`config.mk`:
```
export PLATFORM = sky130hd
export DESIGN_NAME = parallel_data_pack_flat
export DESIGN_NICKNAME = d
export VERILOG_FILES = /design/src/rtl/parallel_data_pack_if.sv /design/src/rtl/parallel_data_pack.sv /design/src/flat_wrapper.sv
export SDC_FILE = /design/constraint.sdc
export NUM_CORES = 1
export LEC_CHECK = 0
export CAP_MARGIN = 20
export CORE_ASPECT_RATIO = 0.9
export CORE_MARGIN = 4
export CORE_UTILIZATION = 48
export CTS_BUF_LIST = sky130_fd_sc_hd__clkbuf_16
export CTS_CLUSTER_SIZE = 24
export DETAILED_ROUTE_END_ITERATION = 7
export GPL_TIMING_DRIVEN = 0
export PLACE_DENSITY = 0.81
export SYNTH_ARGS = -nofsm -noshare
export SYNTH_HDL_FRONTEND = slang
export SYNTH_SLANG_ARGS = --single-unit
```
`constraint.sdc`:
```
create_clock -name clock -period 3.3 [get_ports clock]
set_input_delay 0.66 -clock clock [delete_from_list [all_inputs] [get_ports clock]]
set_output_delay 0.66 -clock clock [all_outputs]
set_load 0.02 [all_outputs]
```
`src/rtl/parallel_data_pack_if.sv`:
```
// -----------------------------------------------------------------------------
// parallel_data_pack_if
// Bundles both streaming sides of parallel_data_pack.
//   Input side : s_data, s_valid, s_ready, flush
//   Output side: m_data, m_valid, m_ready, m_partial
// Modports:
//   slave  - the packer itself (consumes samples, produces words)
//   master - the environment around it (produces samples, consumes words)
// -----------------------------------------------------------------------------
interface parallel_data_pack_if #(
   parameter int LANE_WIDTH = 16,
   parameter int LANES      = 8
);
   logic [LANE_WIDTH-1:0]       s_data;
   logic                        s_valid;
   logic                        s_ready;
   logic                        flush;
   logic [LANES*LANE_WIDTH-1:0] m_data;
   logic                        m_valid;
   logic                        m_ready;
   logic                        m_partial;

   modport slave (
      input  s_data, s_valid, flush, m_ready,
      output s_ready, m_data, m_valid, m_partial
   );

   modport master (
      output s_data, s_valid, flush, m_ready,
      input  s_ready, m_data, m_valid, m_partial
   );
endinterface

```
`src/rtl/parallel_data_pack.sv`:
```
// -----------------------------------------------------------------------------
// parallel_data_pack
// Gathers LANE_WIDTH-bit samples into one LANES*LANE_WIDTH-bit word. Lane 0
// (lowest bits) holds the first sample of a word. An accumulator collects lanes
// while a single output register holds the previous finished word, so input
// keeps flowing while a word waits for m_ready.
// Ports:
//   clock         single clock
//   reset         synchronous, active-high
//   bus (slave)   s_data/s_valid/s_ready   sample input handshake
//                 flush                    pulse to close a partial word
//                 m_data/m_valid/m_ready   packed word output handshake
//                 m_partial                word was closed by flush
// Build option:
//   PACK_FLUSH_EN  when defined, flush closes a partial word (upper lanes zero,
//                  m_partial=1); otherwise flush is ignored and m_partial is 0.
// -----------------------------------------------------------------------------
module parallel_data_pack #(
   parameter int LANE_WIDTH = 16,
   parameter int LANES      = 8,
   parameter int CNT_W      = $clog2(LANES)
) (
   input  logic                  clock,
   input  logic                  reset,
   parallel_data_pack_if.slave   bus
);
   localparam int              WORD_W = LANES * LANE_WIDTH;
   localparam logic [CNT_W-1:0] LAST  = CNT_W'(LANES - 1);

   logic [CNT_W-1:0]  r_cnt;
   logic [WORD_W-1:0] r_acc;
   logic [WORD_W-1:0] r_m_data;
   logic              r_m_valid;

   logic              w_out_free;
   logic              w_last;
   logic              w_s_ready;
   logic              w_accept;
   logic              w_full_close;
   logic              w_part_close;
   logic [CNT_W:0]    w_fill;
   logic [WORD_W-1:0] w_acc_next;

   // Keeps lanes 0..n-1 of a word and zeroes the rest.
   function automatic logic [WORD_W-1:0] keep_lanes(input logic [WORD_W-1:0] word,
                                                    input logic [CNT_W:0]    n);
      logic [WORD_W-1:0] res;
      res = '0;
      for (int k = 0; k < LANES; k++) begin
         if (k < int'(n)) res[k*LANE_WIDTH +: LANE_WIDTH] = word[k*LANE_WIDTH +: LANE_WIDTH];
      end
      return res;
   endfunction

   // The output register can take a new word if it is empty or draining now.
   assign w_out_free   = !r_m_valid || bus.m_ready;
   assign w_last       = (r_cnt == LAST);
   assign w_accept     = bus.s_valid && w_s_ready;
   assign w_full_close = w_accept && w_last;
   // Lanes occupied once this cycle's sample (if any) is written.
   assign w_fill       = {1'b0, r_cnt} + (CNT_W+1)'(w_accept);

   always_comb begin
      w_acc_next = r_acc;
      if (w_accept) w_acc_next[r_cnt*LANE_WIDTH +: LANE_WIDTH] = bus.s_data;
   end

`ifdef PACK_FLUSH_EN
   logic r_flush_pend;
   logic r_m_partial;
   logic w_flush_req;
   logic w_flush_open;

   // A flush that lands on the completing sample is just a normal full word.
   assign w_flush_req  = bus.flush || r_flush_pend;
   assign w_flush_open = w_flush_req && !w_full_close && (w_fill != '0);
   assign w_part_close = w_flush_open && w_out_free;
   // While a flush waits for the output register, no more samples may enter.
   assign w_s_ready    = !r_flush_pend && (!w_last || w_out_free);

   always_ff @(posedge clock) begin
      if (reset) begin
         r_flush_pend <= 1'b0;
         r_m_partial  <= 1'b0;
      end else begin
         if (w_part_close)      r_flush_pend <= 1'b0;
         else if (w_flush_open) r_flush_pend <= 1'b1;
         if (w_full_close)      r_m_partial  <= 1'b0;
         else if (w_part_close) r_m_partial  <= 1'b1;
      end
   end

   assign bus.m_partial = r_m_partial;
`else
   logic w_unused_flush;

   assign w_unused_flush = bus.flush;
   assign w_part_close   = 1'b0;
   assign w_s_ready      = !w_last || w_out_free;
   assign bus.m_partial  = 1'b0;
`endif

   always_ff @(posedge clock) begin
      if (reset) begin
         r_cnt     <= '0;
         r_acc     <= '0;
         r_m_data  <= '0;
         r_m_valid <= 1'b0;
      end else begin
         // The accumulator is never cleared on close; later samples overwrite it.
         if (w_accept) r_acc <= w_acc_next;

         if (w_full_close || w_part_close) r_cnt <= '0;
         else if (w_accept)                r_cnt <= r_cnt + CNT_W'(1);

         // Loading a new word wins over clearing on a same-cycle handshake.
         if (w_full_close) begin
            r_m_data  <= w_acc_next;
            r_m_valid <= 1'b1;
         end else if (w_part_close) begin
            r_m_data  <= keep_lanes(w_acc_next, w_fill);
            r_m_valid <= 1'b1;
         end else if (bus.m_ready) begin
            r_m_valid <= 1'b0;
         end
      end
   end

   assign bus.s_ready = w_s_ready;
   assign bus.m_data  = r_m_data;
   assign bus.m_valid = r_m_valid;
endmodule

```
`src/flat_wrapper.sv`:
```
// flat-port wrapper written by rule: the top's interface ports become plain ports
module parallel_data_pack_flat 
#(
   parameter int LANE_WIDTH = 16,
   parameter int LANES      = 8,
   parameter int CNT_W      = $clog2(LANES)
)
  (clock, reset, bus_s_data, bus_s_valid, bus_flush, bus_m_ready, bus_s_ready, bus_m_data, bus_m_valid, bus_m_partial);
  parallel_data_pack_if #(.LANE_WIDTH(LANE_WIDTH), .LANES(LANES)) bus_i ();
  input  logic clock;
  input  logic reset;
  input wire logic [$bits(bus_i.s_data)-1:0] bus_s_data;
  input wire logic [$bits(bus_i.s_valid)-1:0] bus_s_valid;
  input wire logic [$bits(bus_i.flush)-1:0] bus_flush;
  input wire logic [$bits(bus_i.m_ready)-1:0] bus_m_ready;
  output wire logic [$bits(bus_i.s_ready)-1:0] bus_s_ready;
  output wire logic [$bits(bus_i.m_data)-1:0] bus_m_data;
  output wire logic [$bits(bus_i.m_valid)-1:0] bus_m_valid;
  output wire logic [$bits(bus_i.m_partial)-1:0] bus_m_partial;
  assign bus_i.s_data = bus_s_data;
  assign bus_i.s_valid = bus_s_valid;
  assign bus_i.flush = bus_flush;
  assign bus_i.m_ready = bus_m_ready;
  assign bus_s_ready = bus_i.s_ready;
  assign bus_m_data = bus_i.m_data;
  assign bus_m_valid = bus_i.m_valid;
  assign bus_m_partial = bus_i.m_partial;
  parallel_data_pack #(.LANE_WIDTH(LANE_WIDTH), .LANES(LANES), .CNT_W(CNT_W)) u_core (.clock(clock), .reset(reset), .bus(bus_i));
endmodule
```
PDN straps and rails:
The bar under the picture is 50 um long. Pins as bars on the die edge.
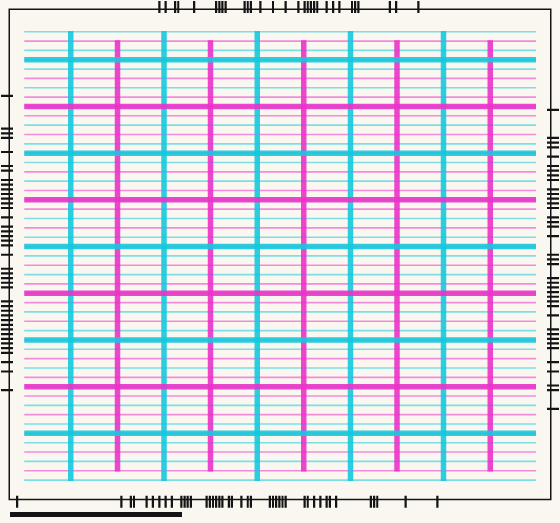
net	colour
VSS	cyan
VDD	magenta
met5 straps	9
signal pins	152
rows	48
met1 rails	49
met4 straps	10

Metal layers overlaid:
The bar under the picture is 50 um long. Two of the layers only.
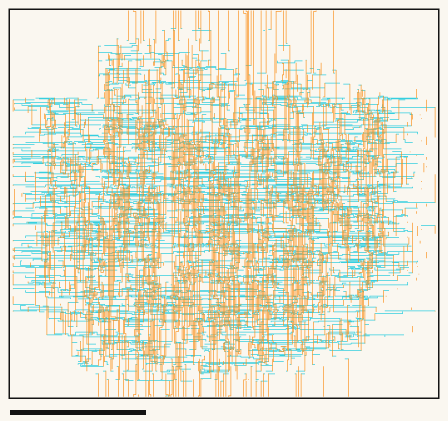
layer	colour	wire length
met1	cyan	12,300 um
met2	orange	13,400 um
total via count in the routed design: 8,831
overall global routing resource usage: 24.92%
Total Wirelength: 29,150 um

[kinds of logic (layout without fill, tap and decap cells)]
logic type / after synthesis / in the layout
AND/OR/NAND/NOR: 370 / 370
adder cells (fa/ha/maj): 5 / 5
XOR/XNOR: 1 / 1
other: 1 / 1
multiplexers: 28 / 28
buffers and inverters: 105 / 300
AND-OR/OR-AND: 279 / 279
flip-flops: 260 / 260
[per-stage QoR]
step                total power [mW]  cells  setup slack [ns]
floorplan                      3.499   1049            0.1596
global placement               3.629   1447           -0.3869
detailed placement             3.640   1447           -0.5222
CTS                            6.476   1491           0.01368
global route                   6.673   1494          -0.07848
finish                         6.496   1494           0.04944
[layout make-up]
| class | count | area share, % |
|---|---|---|
| sequential | 260 | 42.14 |
| multi-input combinational | 684 | 33.06 |
| timing repair buffer | 152 | 12.24 |
| clock buffer | 26 | 5.268 |
| buffer | 97 | 3.141 |
| tap | 250 | 2.533 |
| clock inverter | 20 | 1.469 |
| inverter | 5 | 0.1520 |
[critical path, cell delays in order (launching register included)]
cell	delay, ns
sky130_fd_sc_hd__dfxtp_1	0.46
sky130_fd_sc_hd__buf_2	0.26
sky130_fd_sc_hd__buf_2	0.25
sky130_fd_sc_hd__inv_1	0.10
sky130_fd_sc_hd__ha_1	0.25
sky130_fd_sc_hd__ha_4	0.19
sky130_fd_sc_hd__or2_1	0.20
sky130_fd_sc_hd__clkbuf_1	0.15
sky130_fd_sc_hd__clkbuf_1	0.28
sky130_fd_sc_hd__nor4b_1	0.49
sky130_fd_sc_hd__nand2_1	0.17
sky130_fd_sc_hd__a311oi_1	0.33
[path summary, 6_finish.rpt]
kind | start | to | slack [ns] | depth (start not counted)
min | u_core.r_acc[87] | u_core.r_acc[87] | 0.46 | 2
max | u_core.r_cnt[0] | u_core.bus.m_data[72] | 0.05 | 11
min reg2reg | u_core.r_acc[87] | u_core.r_acc[87] | 0.46 | 2
max reg2reg | u_core.r_cnt[0] | u_core.bus.m_data[72] | 0.05 | 11
[report_power, final]
group	switching, mW	internal [mW]	leakage (nW)	total (mW)
registers	0.00939	3.16	2.09	3.17
clock network	1.22	1.67	0.421	2.88
logic	0.312	0.135	1.39	0.447
[routing by layer]
| metal | track usage [%] | vias up | wire [um] |
|---|---|---|---|
| met1 | 34.31 | 4189 | 12330 |
| met5 | 0 | - | 0 |
| met2 | 40.43 | 439 | 13410 |
| met3 | 3.557 | 86 | 2336 |
| li1 | - | 4117 | - |
| met4 | 8.556 | 0 | 1081 |
[sequential cells by signal, indices dropped and copies added (netlist names)]
signal              cells
u_core.bus.m_data     128
u_core.r_cnt            3
u_core.bus.m_valid      1
u_core.r_acc          128
[repair_timing]
| action | CTS | global route |
|---|---|---|
| pin swaps | 0 | 1 |
| setup buffers | 0 | 4 |
| endpoints found under the setup margin | 247 | 137 |
| resized | 7 | 21 |
==> flow_summary.toml <==
# implementation run metrics
[detailed_routing]
wire_per_inst_um = 19.51

[grt]
grt_antenna_before_repair = 0

[run]
drv_cap = 0

[placed_design]
dp_hpwl_um = 20320

[sta]
tightest_slew_ns = 0.7586
slew_headroom_pct = 49.43
layout_min_cycle_time_ns = 3.251
tns_ns = 0
drv_slew = 0

[layout]
logic_area_um2 = 4083
final_cell_mix = "sky130_fd_sc_hd__dfxtp_1, sky130_fd_sc_hd__nor2_1, sky130_fd_sc_hd__clkdlybuf4s50_1, sky130_fd_sc_hd__clkbuf_1, sky130_fd_sc_hd__a21oi_1"
layout.area.seq_um2 = 5205

[yosys]
synth-warning-count = 0
xor_share_pct = 0.09102
flops_out_of_synthesis = 260
synth_top_area_share_pct = 54.09
ff_type = "sky130_fd_sc_hd__dfxtp_1"
ys_top_cells_by_count = "sky130_fd_sc_hd__dfxtp_1, sky130_fd_sc_hd__nor2_1, sky130_fd_sc_hd__clkbuf_1"
synth.cell_area_um2 = 9623

[floorplanning]
io_pins = 152
std_cell_rows = 48

[setup_path]
type_of_destination_of_the_critical_path = "flop"

[clocking]
cts.sink_count = 260
cts_root_buffer = "sky130_fd_sc_hd__clkbuf_16"
hold_buffers = 0

[power]
power.density_nw_per_um2 = 526.0

[status]
run_status = "finished, final reports clean"
Power and IR drop assume default switching activity.
